$ cat src/rtl/overflow_accumulator_if.sv
// Stream bundle for overflow_accumulator: operand input handshake, start
// strobe and the registered frame result with its overflow status.
interface overflow_accumulator_if #(
  parameter int WIDTH = 8,
  parameter int COUNT = 4,
  parameter int CW    = $clog2(COUNT + 1)
);
  logic             start;
  logic             in_valid;
  logic [WIDTH-1:0] in_data;
  logic             in_ready;
  logic             out_valid;
  logic             out_ready;
  logic [WIDTH-1:0] out_sum;
  logic             out_overflow;
  logic [CW-1:0]    out_ovf_count;

  // Operand source / result consumer side
  modport master (
    output start, in_valid, in_data, out_ready,
    input  in_ready, out_valid, out_sum, out_overflow, out_ovf_count
  );

  // Accumulator side
  modport slave (
    input  start, in_valid, in_data, out_ready,
    output in_ready, out_valid, out_sum, out_overflow, out_ovf_count
  );
endinterface

$ cat src/rtl/overflow_accumulator.sv
// Sequential multi-operand adder: sums a frame of COUNT unsigned operands
// into a WIDTH-bit accumulator, counting every carry-out and either wrapping
// or clamping to all-ones on overflow.
module overflow_accumulator #(
  parameter int WIDTH    = 8,
  parameter int COUNT    = 4,
  parameter int SATURATE = 0
) (
  input  logic                    clk,
  input  logic                    rst_n,
  overflow_accumulator_if.slave   bus
);
  localparam int CW = $clog2(COUNT + 1);
  localparam logic [CW-1:0] LAST = CW'(COUNT - 1);

  typedef enum logic [1:0] {IDLE, ACC, DONE} state_t;

  state_t           state, state_nxt;
  logic [WIDTH-1:0] acc;
  logic [CW-1:0]    opnd_cnt;
  logic             ovf_flag;
  logic [CW-1:0]    ovf_cnt;
  logic [WIDTH:0]   sum_ext;
  logic             carry;
  logic             accept;

  // One extra bit holds the carry-out of acc + operand.
  function automatic logic [WIDTH:0] add_carry(input logic [WIDTH-1:0] a,
                                               input logic [WIDTH-1:0] b);
    return {1'b0, a} + {1'b0, b};
  endfunction

  // Clamp to all-ones when saturating, otherwise drop the carry (wrap).
  function automatic logic [WIDTH-1:0] wrap_or_sat(input logic [WIDTH:0] s);
    if ((SATURATE != 0) && s[WIDTH])
      return '1;
    return s[WIDTH-1:0];
  endfunction

  assign sum_ext = add_carry(acc, bus.in_data);
  assign carry   = sum_ext[WIDTH];
  // in_ready is a pure state decode, so the accept term never feeds an output.
  assign accept  = (state == ACC) && bus.in_valid;

  // State register
  always_ff @(posedge clk or negedge rst_n) begin
    if (!rst_n) state <= IDLE;
    else        state <= state_nxt;
  end

  // Next-state and handshake outputs
  always_comb begin
    state_nxt     = state;
    bus.in_ready  = 1'b0;
    bus.out_valid = 1'b0;
    case (state)
      IDLE: if (bus.start) state_nxt = ACC;
      ACC: begin
        bus.in_ready = 1'b1;
        if (accept && (opnd_cnt == LAST)) state_nxt = DONE;
      end
      DONE: begin
        bus.out_valid = 1'b1;
        if (bus.out_ready) state_nxt = IDLE;
      end
      default: state_nxt = IDLE;
    endcase
  end

  // Accumulator, operand counter and overflow status; cleared on start so
  // results persist after DONE until the next frame begins.
  always_ff @(posedge clk or negedge rst_n) begin
    if (!rst_n) begin
      acc      <= '0;
      opnd_cnt <= '0;
      ovf_flag <= 1'b0;
      ovf_cnt  <= '0;
    end else if ((state == IDLE) && bus.start) begin
      acc      <= '0;
      opnd_cnt <= '0;
      ovf_flag <= 1'b0;
      ovf_cnt  <= '0;
    end else if (accept) begin
      acc      <= wrap_or_sat(sum_ext);
      opnd_cnt <= opnd_cnt + CW'(1);
      if (carry) begin
        ovf_flag <= 1'b1;
        ovf_cnt  <= ovf_cnt + CW'(1);
      end
    end
  end

  assign bus.out_sum       = acc;
  assign bus.out_overflow  = ovf_flag;
  assign bus.out_ovf_count = ovf_cnt;
endmodule

$ cat src/flat_wrapper.sv
// flat-port wrapper written by rule: the top's interface ports become plain ports
module overflow_accumulator_flat 
#(
  parameter int WIDTH    = 8,
  parameter int COUNT    = 4,
  parameter int SATURATE = 0
)
  (clk, rst_n, bus_start, bus_in_valid, bus_in_data, bus_out_ready, bus_in_ready, bus_out_valid, bus_out_sum, bus_out_overflow, bus_out_ovf_count);
  overflow_accumulator_if #(.WIDTH(WIDTH), .COUNT(COUNT)) bus_i ();
  input  logic clk;
  input  logic rst_n;
  input wire logic [$bits(bus_i.start)-1:0] bus_start;
  input wire logic [$bits(bus_i.in_valid)-1:0] bus_in_valid;
  input wire logic [$bits(bus_i.in_data)-1:0] bus_in_data;
  input wire logic [$bits(bus_i.out_ready)-1:0] bus_out_ready;
  output wire logic [$bits(bus_i.in_ready)-1:0] bus_in_ready;
  output wire logic [$bits(bus_i.out_valid)-1:0] bus_out_valid;
  output wire logic [$bits(bus_i.out_sum)-1:0] bus_out_sum;
  output wire logic [$bits(bus_i.out_overflow)-1:0] bus_out_overflow;
  output wire logic [$bits(bus_i.out_ovf_count)-1:0] bus_out_ovf_count;
  assign bus_i.start = bus_start;
  assign bus_i.in_valid = bus_in_valid;
  assign bus_i.in_data = bus_in_data;
  assign bus_i.out_ready = bus_out_ready;
  assign bus_in_ready = bus_i.in_ready;
  assign bus_out_valid = bus_i.out_valid;
  assign bus_out_sum = bus_i.out_sum;
  assign bus_out_overflow = bus_i.out_overflow;
  assign bus_out_ovf_count = bus_i.out_ovf_count;
  overflow_accumulator #(.WIDTH(WIDTH), .COUNT(COUNT), .SATURATE(SATURATE)) u_core (.clk(clk), .rst_n(rst_n), .bus(bus_i));
endmodule
$ cat config.mk
export PLATFORM = sky130hd
export DESIGN_NAME = overflow_accumulator_flat
export DESIGN_NICKNAME = d
export VERILOG_FILES = /design/src/rtl/overflow_accumulator_if.sv /design/src/rtl/overflow_accumulator.sv /design/src/flat_wrapper.sv
export SDC_FILE = /design/constraint.sdc
export NUM_CORES = 1
export LEC_CHECK = 0
export ABC_AREA = 1
export CORE_AREA = 5 5 55 57
export CTS_CLUSTER_SIZE = 12
export DETAILED_ROUTE_END_ITERATION = 8
export DIE_AREA = 0 0 60 62
export HOLD_SLACK_MARGIN = 0.02
export PLACE_DENSITY = 0.74
export SYNTH_ARGS = -nofsm -noshare
export SYNTH_HDL_FRONTEND = slang
export SYNTH_SLANG_ARGS = --single-unit
$ cat constraint.sdc
create_clock -name clk -period 1.9 [get_ports clk]
set_clock_uncertainty 0.1 [all_clocks]
set_input_delay 0.57 -clock clk [delete_from_list [all_inputs] [get_ports clk]]
set_output_delay 0.57 -clock clk [all_outputs]
set_load 0.05 [all_outputs]
Figure 1. Placement view (run 1).
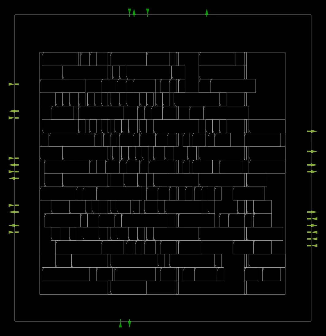
number of fillers in the final layout: 173
count of inserted tapcells: 30
number of flip-flops and latches: 17
Finished Core Util: 73.5%
share of the final layout cell area in sequential cells: 23.9%

Figure 2. Clock network drawn from the DEF (run 1).
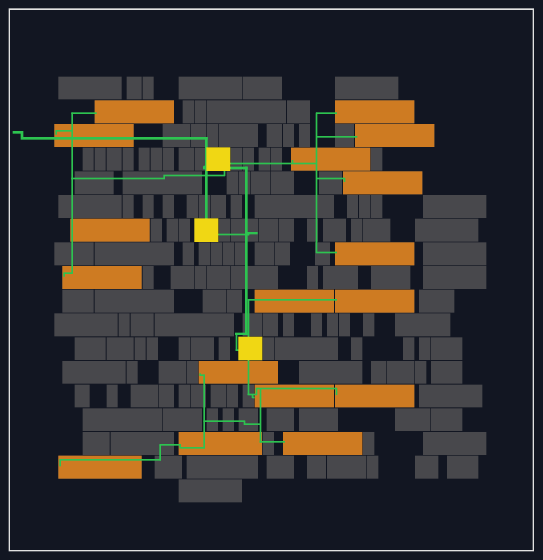
[clock wires] green | length: 230 um
[cells driving clock nets] yellow | count: 3
[flip-flops] orange | count: 17
routed clock nets: 4

Figure 3. Placement by cell class (run 1).
The bar under the picture is 20 um long. Fill, decap, tap and diode cells in gray.
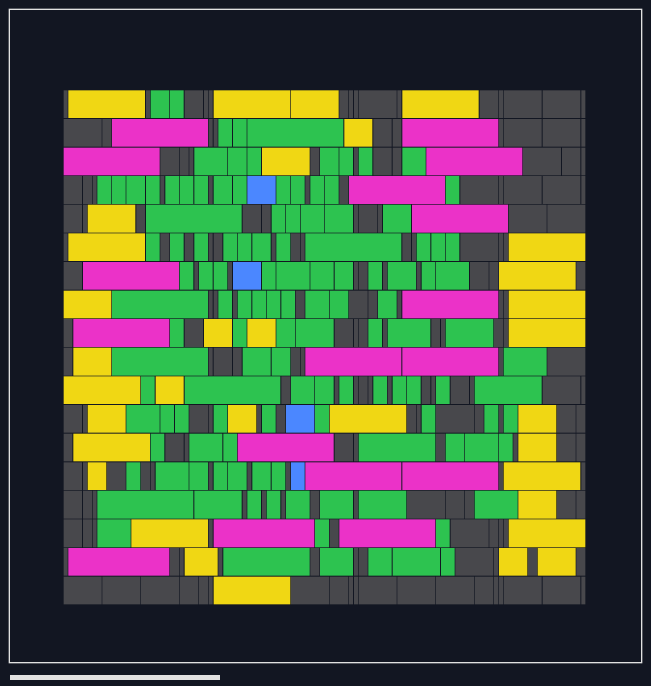
| class | color | cells |
|---|---|---|
| clock drivers and dummy loads | blue | 4 |
| other buffers and delay cells | yellow | 33 |
| flops | magenta | 17 |
| all other logic | green | 123 |

==> results_tabular.tex, run 1 <==
% Implementation results table
\begin{tabular}{lr}
\hline
Metric & Value \\
\hline
\multicolumn{2}{l}{\textbf{Synthesis}} \\
\quad Mean instance size in the synthesized netlist & 8.15 um2 \\
\quad Cell taking the most area after synthesis & sky130\_fd\_sc\_hd\_\_dfrtp\_1 \\
\quad Max-area cell share & 37.3\% \\
\quad Top cells, area & sky130\_fd\_sc\_hd\_\_dfrtp\_1 37\%, sky130\_fd\_sc\_hd\_\_nand2\_1 14\%, sky130\_fd\_sc\_hd\_\_ha\_1 12\%, sky130\_fd\_sc\_hd\_\_inv\_1 5.6\%, sky130\_fd\_sc\_hd\_\_nand3\_1 4.8\% \\
\quad Post-synth net total & 165 \\
\multicolumn{2}{l}{\textbf{Power and ir drop}} \\
\quad Worst-case vdd ir drop & 1.34 mV \\
\quad Gate power share & 71.0\% \\
\quad Clock distribution power & 201 uW \\
\multicolumn{2}{l}{\textbf{Worst setup path}} \\
\quad Buffers and inverters on the worst path & 1 \\
\quad Required time worst endpoint & 2040 ps \\
\quad Reg2reg setup slack & 100 ps \\
\multicolumn{2}{l}{\textbf{Cells and area}} \\
\quad Number of clock buffers in the layout & 4 \\
\quad Multi-input comb cells & 103 \\
\quad Non-Clock Inverter Count & 20 \\
\quad Largest cell class & multi-input combinational cells \\
\multicolumn{2}{l}{\textbf{Placement}} \\
\quad Final estimated routing congestion in global placement & 0.840 \\
\quad HPWL Detailed & 2000 um \\
\quad Total placed cells including tap cells & 202 \\
\multicolumn{2}{l}{\textbf{Run status}} \\
\quad Result of the run & finished clean \\
\multicolumn{2}{l}{\textbf{GRT}} \\
\quad Initial antenna violation count & 0 \\
\quad Final global-route overflow total & 0 \\
\quad Gr usage total & 15.7\% \\
\multicolumn{2}{l}{\textbf{Hold path}} \\
\quad End of the worst hold path & u\_core.state[1] \\
\quad Hold Path Stages & 1 \\
\multicolumn{2}{l}{\textbf{Final timing}} \\
\quad Worst hold slack after final layout & 432 ps \\
\quad Minimum clock period & 1810 ps \\
\multicolumn{2}{l}{\textbf{Floorplanning}} \\
\quad Starting utilization of the core area & 46.9\% \\
\hline
\end{tabular}
## run 1: registers in the layout, summed over array words and instances, names as in the netlist
name and flops:
u_core.bus.out_overflow 1, u_core.bus.out_ovf_count 3, u_core.bus.out_sum 8, u_core.opnd_cnt 3, u_core.state 2
## run 1: layer usage
metal	global-route usage [%]	up-vias	part of all wire (%)
met5	0	-	0
met4	3.80	0	1.9
met3	2.89	11	6.3
met2	29.2	36	51
met1	18.8	478	41
li1	-	522	-
## run 1: through the flow
step | instance area [um2] | setup TNS, ps
floorplan | 1160 | 0
global placement | 1650 | -4020
detailed placement | 1650 | -4440
CTS | 1690 | 0
global route | 1790 | -7.03
finish | 1790 | 0
## run 1: how the worst max path moves through the flow
stage | depth (start not counted) | slack (ps) | startpoint | to
floorplan | 11 | 5 | u_core.bus.out_sum[0] | u_core.bus.out_ovf_count[0]
global placement | 12 | -560 | bus_in_data[0] | u_core.bus.out_overflow
detailed placement | 12 | -650 | bus_in_data[0] | u_core.bus.out_ovf_count[0]
CTS | 8 | 10 | bus_in_data[3] | u_core.bus.out_ovf_count[1]
global route | 11 | -7 | u_core.bus.out_sum[0] | u_core.bus.out_ovf_count[1]
finish | 8 | 90 | bus_in_data[3] | u_core.bus.out_ovf_count[1]
## run 1: timing repair
item,4_1_cts,5_1_grt
gates cloned,0,0
setup buffers,1,0
pin swaps,3,5
gates resized,5,17
endpoints found under the setup margin,6,7
## run 1: cells by family after synthesis
group,Yosys count,share of synthesized area (%)
compound gates,14,7.68
xor+xnor,3,2.30
fa+ha+maj,12,13.8
buf+inv,20,6.58
flops,17,37.3
simple gates,74,32.3
## Run 2: what changed since run 1
--- a/config.mk
+++ b/config.mk
@@ -6,6 +6,7 @@
 export NUM_CORES = 1
 export LEC_CHECK = 0
 export ABC_AREA = 1
+export ABC_CLOCK_PERIOD_IN_PS = 1900
 export CORE_AREA = 5 5 55 57
 export CTS_CLUSTER_SIZE = 12
 export DETAILED_ROUTE_END_ITERATION = 8
Figure 4. PDN straps and rails (run 2).
Pins as bars on the die edge. Tap cells in gray.
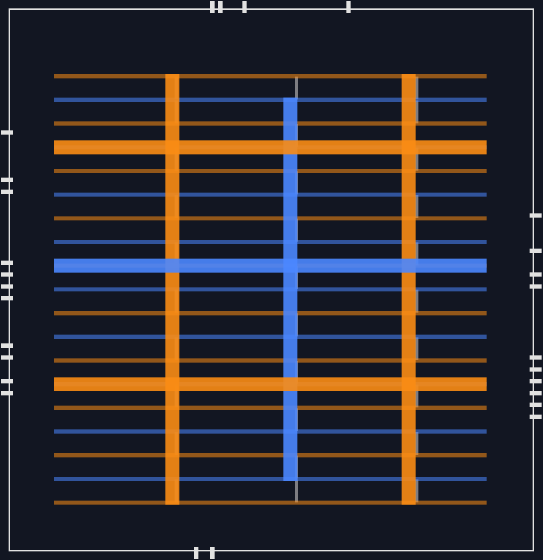
| net | color |
|---|---|
| VSS | orange |
| VDD | blue |
tap cells: 30
met4 straps: 3
rows: 18
signal pins: 27

==> run 2 against run 1 <==
  * Fmax did not move
  * Global-route usage unchanged
  * Total power unchanged
  * Register-to-register slack about the same
  * Critical endpoint unchanged
==> results_tabular.tex, run 2 <==
% Implementation results table
\begin{tabular}{lr}
\hline
Metric & Value \\
\hline
\multicolumn{2}{l}{\textbf{Run status}} \\
\quad Result of the run & finished clean \\
\multicolumn{2}{l}{\textbf{Power and ir drop}} \\
\quad Worst-case vdd ir drop & 1.34 mV (unchanged) \\
\quad Clk network pwr share & 6.0\% \\
\quad Gate power share & 71.0\% (about the same) \\
\multicolumn{2}{l}{\textbf{Placement}} \\
\quad HPWL Detailed & 2000 um (unchanged) \\
\quad Placed standard-cell area & 1650 um2 (unchanged) \\
\quad Final estimated routing congestion in global placement & 0.840 (unchanged) \\
\quad Total placed cells including tap cells & 202 (unchanged) \\
\multicolumn{2}{l}{\textbf{Final timing}} \\
\quad Minimum clock period & 1810 ps (unchanged) \\
\quad Worst hold slack after final layout & 432 ps (unchanged) \\
\quad Setup TNS Final & 0 ps (unchanged) \\
\multicolumn{2}{l}{\textbf{Synthesis}} \\
\quad Largest combinational cell category by area & simple AND/OR/NAND/NOR gates \\
\quad Mean instance size in the synthesized netlist & 8.15 um2 (unchanged) \\
\quad Top cells, area & sky130\_fd\_sc\_hd\_\_dfrtp\_1 37\%, sky130\_fd\_sc\_hd\_\_nand2\_1 14\%, sky130\_fd\_sc\_hd\_\_ha\_1 12\%, sky130\_fd\_sc\_hd\_\_inv\_1 5.6\%, sky130\_fd\_sc\_hd\_\_nand3\_1 4.8\% \\
\quad MUX share of area & 0\% (unchanged) \\
\quad Cell taking the most area after synthesis & sky130\_fd\_sc\_hd\_\_dfrtp\_1 \\
\quad Area share of and-or/or-and cells after synthesis & 7.68\% (unchanged) \\
\quad Max-area cell share & 37.3\% (unchanged) \\
\quad Post-synth net total & 165 (unchanged) \\
\quad Async set or reset register ratio after synthesis & 100\% \\
\quad Simple Share, Synth & 32.3\% (unchanged) \\
\quad XOR/XNOR Fraction of Synth Area & 2.30\% (unchanged) \\
\multicolumn{2}{l}{\textbf{Cells and area}} \\
\quad Final design instance area without fill & 1790 um2 (unchanged) \\
\quad Top cell excl fill/tap & sky130\_fd\_sc\_hd\_\_nand2\_1 \\
\quad Finished Core Util & 73.5\% (unchanged) \\
\quad Number of flip-flops under the largest register name & 8 (unchanged) \\
\quad Number of fillers in the final layout & 173 (unchanged) \\
\multicolumn{2}{l}{\textbf{Route}} \\
\quad Total routed wirelength & 2760 um \\
\multicolumn{2}{l}{\textbf{Floorplanning}} \\
\quad Starting utilization of the core area & 46.9\% (unchanged) \\
\quad Area of the core & 2430 um2 \\
\multicolumn{2}{l}{\textbf{Worst setup path}} \\
\quad Buffers and inverters on the worst path & 1 (unchanged) \\
\quad Required time worst endpoint & 2040 ps (about the same) \\
\multicolumn{2}{l}{\textbf{GRT}} \\
\quad Final global-route overflow total & 0 (unchanged) \\
\quad Gr usage total & 15.7\% (unchanged) \\
\quad Initial antenna violation count & 0 (unchanged) \\
\multicolumn{2}{l}{\textbf{CTS}} \\
\quad Post-CTS setup-driven buffer insertion count & 1 (unchanged) \\
\quad Gates resized, CTS repair & 5 (unchanged) \\
\hline
\end{tabular}
[run 2: cell counts in the layout (fill, tap and decap cells not counted)]
No cell type changed its count.
[run 2: routing by layer]
metal | GRT usage, % | wire length [um] | vias up
met5 | 0 | 0 | -
met4 | 3.80 | 52 | 0
met3 | 2.89 | 175 | 11
met2 | 29.2 | 1400 | 36
met1 | 18.8 | 1140 | 478
li1 | - | - | 522
[run 2: logic make-up (layout without fill, tap and decap cells)]
group | count (synthesis) | count (layout)
and+or+nand+nor | 74 | 74
buffers and inverters | 20 | 57
DFF | 17 | 17
AOI/OAI and AO/OA | 14 | 14
adders and majority gates | 12 | 12
xor gates and xnor gates | 3 | 3
[run 2: power groups by stage]
stage	clock network, uW	registers (uW)	logic [uW]
2_1_floorplan	0	1080	925
3_3_place_gp	0	738	2160
3_5_place_dp	0	747	2230
4_1_cts	199	744	2260
5_1_grt	217	796	2570
6_report	201	770	2380
[run 2: final timing paths]
| path | from | to | slack, ps | cells past startpoint |
|---|---|---|---|---|
| worst max-delay path | bus_in_data[3] | u_core.bus.out_ovf_count[1] | 90 | 8 |
| worst max register to register | u_core.bus.out_sum[0] | u_core.bus.out_ovf_count[1] | 100 | 11 |
| worst min-delay path | u_core.state[0] | u_core.state[1] | 430 | 1 |
| max in group asynchronous | rst_n | u_core.bus.out_sum[0] | 1000 | 2 |
| min in group asynchronous | rst_n | u_core.opnd_cnt[2] | 490 | 2 |
| worst min register to register | u_core.state[0] | u_core.state[1] | 430 | 1 |
[run 2: layout make-up]
class | instances | share of cell area (%)
multi-input combinational | 103 | 42.0
timing repair buffer | 33 | 26.3
sequential | 17 | 23.9
inverter | 20 | 4.20
tap | 30 | 2.10
clock buffer | 4 | 1.47
## Run 3: what changed since run 2
--- a/config.mk
+++ b/config.mk
@@ -7,10 +7,10 @@
 export LEC_CHECK = 0
 export ABC_AREA = 1
 export ABC_CLOCK_PERIOD_IN_PS = 1900
-export CORE_AREA = 5 5 55 57
+export CORE_AREA = 2 2 52 54
 export CTS_CLUSTER_SIZE = 12
 export DETAILED_ROUTE_END_ITERATION = 8
-export DIE_AREA = 0 0 60 62
+export DIE_AREA = 0 0 54 56
 export HOLD_SLACK_MARGIN = 0.02
 export PLACE_DENSITY = 0.74
 export SYNTH_ARGS = -nofsm -noshare
==> run 3 against run 2 <==
  * Critical path depth unchanged
  * Synthesized area unchanged
  * Fmax shrank 0.46%
  * Routed wire length down 6.8%
  * Register-to-register slack improved by 60 ps
  * Non-clock buffer count grew 1
==> results_tabular.tex, run 3 <==
% Implementation results table
\begin{tabular}{lr}
\hline
Metric & Value \\
\hline
\multicolumn{2}{l}{\textbf{Worst setup path}} \\
\quad Crit Reg-Reg Endpoint & u\_core.bus.out\_ovf\_count[2] \\
\quad Launch instance of the worst register-to-register path & u\_core.bus.out\_sum[0] \\
\quad Setup crit start & bus\_in\_data[2] \\
\quad Number of gates on the worst path with buffers counted & 8 (unchanged) \\
\quad Reg2reg setup slack & 160 ps (+60 ps) \\
\quad Required time worst endpoint & 1980 ps (-60 ps) \\
\multicolumn{2}{l}{\textbf{Hold path}} \\
\quad Hold Path Stages & 1 (unchanged) \\
\quad Startpoint of the lowest-slack hold path & u\_core.opnd\_cnt[1] \\
\quad End of the worst hold path & u\_core.opnd\_cnt[1] \\
\multicolumn{2}{l}{\textbf{Power and ir drop}} \\
\quad Gate power share & 71.6\% (+0.6 points) \\
\quad Worst-case vdd ir drop & 1.29 mV (-3.6\%) \\
\multicolumn{2}{l}{\textbf{Route}} \\
\quad Total routed wirelength & 2580 um (-6.8\%) \\
\multicolumn{2}{l}{\textbf{Placement}} \\
\quad Placed standard-cell area & 1650 um2 (unchanged) \\
\quad Final estimated routing congestion in global placement & 0.836 (-0.50\%) \\
\quad HPWL Detailed & 1890 um (-5.5\%) \\
\multicolumn{2}{l}{\textbf{Synthesis}} \\
\quad Async set or reset register ratio after synthesis & 100\% (unchanged) \\
\quad Top cells, area & sky130\_fd\_sc\_hd\_\_dfrtp\_1 37\%, sky130\_fd\_sc\_hd\_\_nand2\_1 14\%, sky130\_fd\_sc\_hd\_\_ha\_1 12\%, sky130\_fd\_sc\_hd\_\_inv\_1 5.6\%, sky130\_fd\_sc\_hd\_\_nand3\_1 4.8\% \\
\quad Post-synth net total & 165 (unchanged) \\
\quad Cell taking the most area after synthesis & sky130\_fd\_sc\_hd\_\_dfrtp\_1 \\
\quad Max-area cell share & 37.3\% (unchanged) \\
\multicolumn{2}{l}{\textbf{GRT}} \\
\quad Final global-route overflow total & 0 (unchanged) \\
\quad Initial antenna violation count & 0 (unchanged) \\
\multicolumn{2}{l}{\textbf{Run status}} \\
\quad Result of the run & finished clean \\
\multicolumn{2}{l}{\textbf{Floorplanning}} \\
\quad Starting utilization of the core area & 46.9\% (unchanged) \\
\hline
\end{tabular}
run 3: cell counts after synthesis:
No cell type changed its count.
run 3: metrics by stage:
| step | std cells | TNS, ps |
|---|---|---|
| global placement | 202 | -4020 |
| detailed placement | 202 | -4520 |
| finish | 208 | 0 |
| CTS | 207 | 0 |
| floorplan | 140 | 0 |
| global route | 208 | -10.1 |
run 3: power groups by stage:
| stage | Combinational (uW) | Clock (uW) | Sequential [uW] |
|---|---|---|---|
| global placement | 2160 | 0 | 740 |
| detailed placement | 2210 | 0 | 744 |
| floorplan | 925 | 0 | 1080 |
| CTS | 2260 | 203 | 741 |
| global route | 2600 | 213 | 771 |
| finish | 2380 | 194 | 749 |
run 3: layout make-up:
type	count	area [um2]
sequential	17	428
timing repair buffer	34	467
fill	183	659
multi-input combinational	103	739
tap	30	37.5
inverter	20	75.1
clock buffer	4	26.3
run 3: cell families after synthesis:
family                   Yosys count  synth area share, %
buffers and inverters             20                 6.58
adder cells (fa/ha/maj)           12                 13.8
flip-flops                        17                 37.3
AND/OR/NAND/NOR                   74                 32.3
XOR/XNOR                           3                 2.30
AND-OR/OR-AND                     14                 7.68
run 3: layer usage:
layer	vias to the layer above	part of all wire, %	GRT usage [%]
li1	529	-	-
met1	477	44	23.7
met2	26	50	33.8
met3	4	4.7	2.96
met4	0	1.4	4.29
met5	-	0	0
run 3: repair_timing:
item | 4_1_cts | 5_1_grt
resized | 6 | 12
hold endpoints to repair | 0 | 0
pin swaps | 2 | 3
setup endpoints to repair | 6 | 8
setup buffers | 1 | 1
Figure 5. Placement view (run 3).
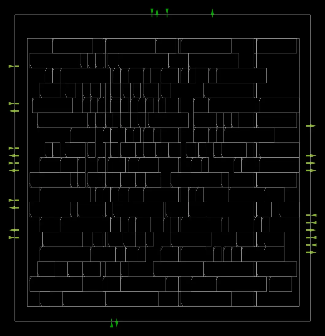
number of fillers in the final layout: 183
final cell count without fillers: 208
area of the core: 2430 um2
share of the final layout cell area in sequential cells: 24.1%

Power figures rest on the tool's default switching activity, not on a simulated workload.
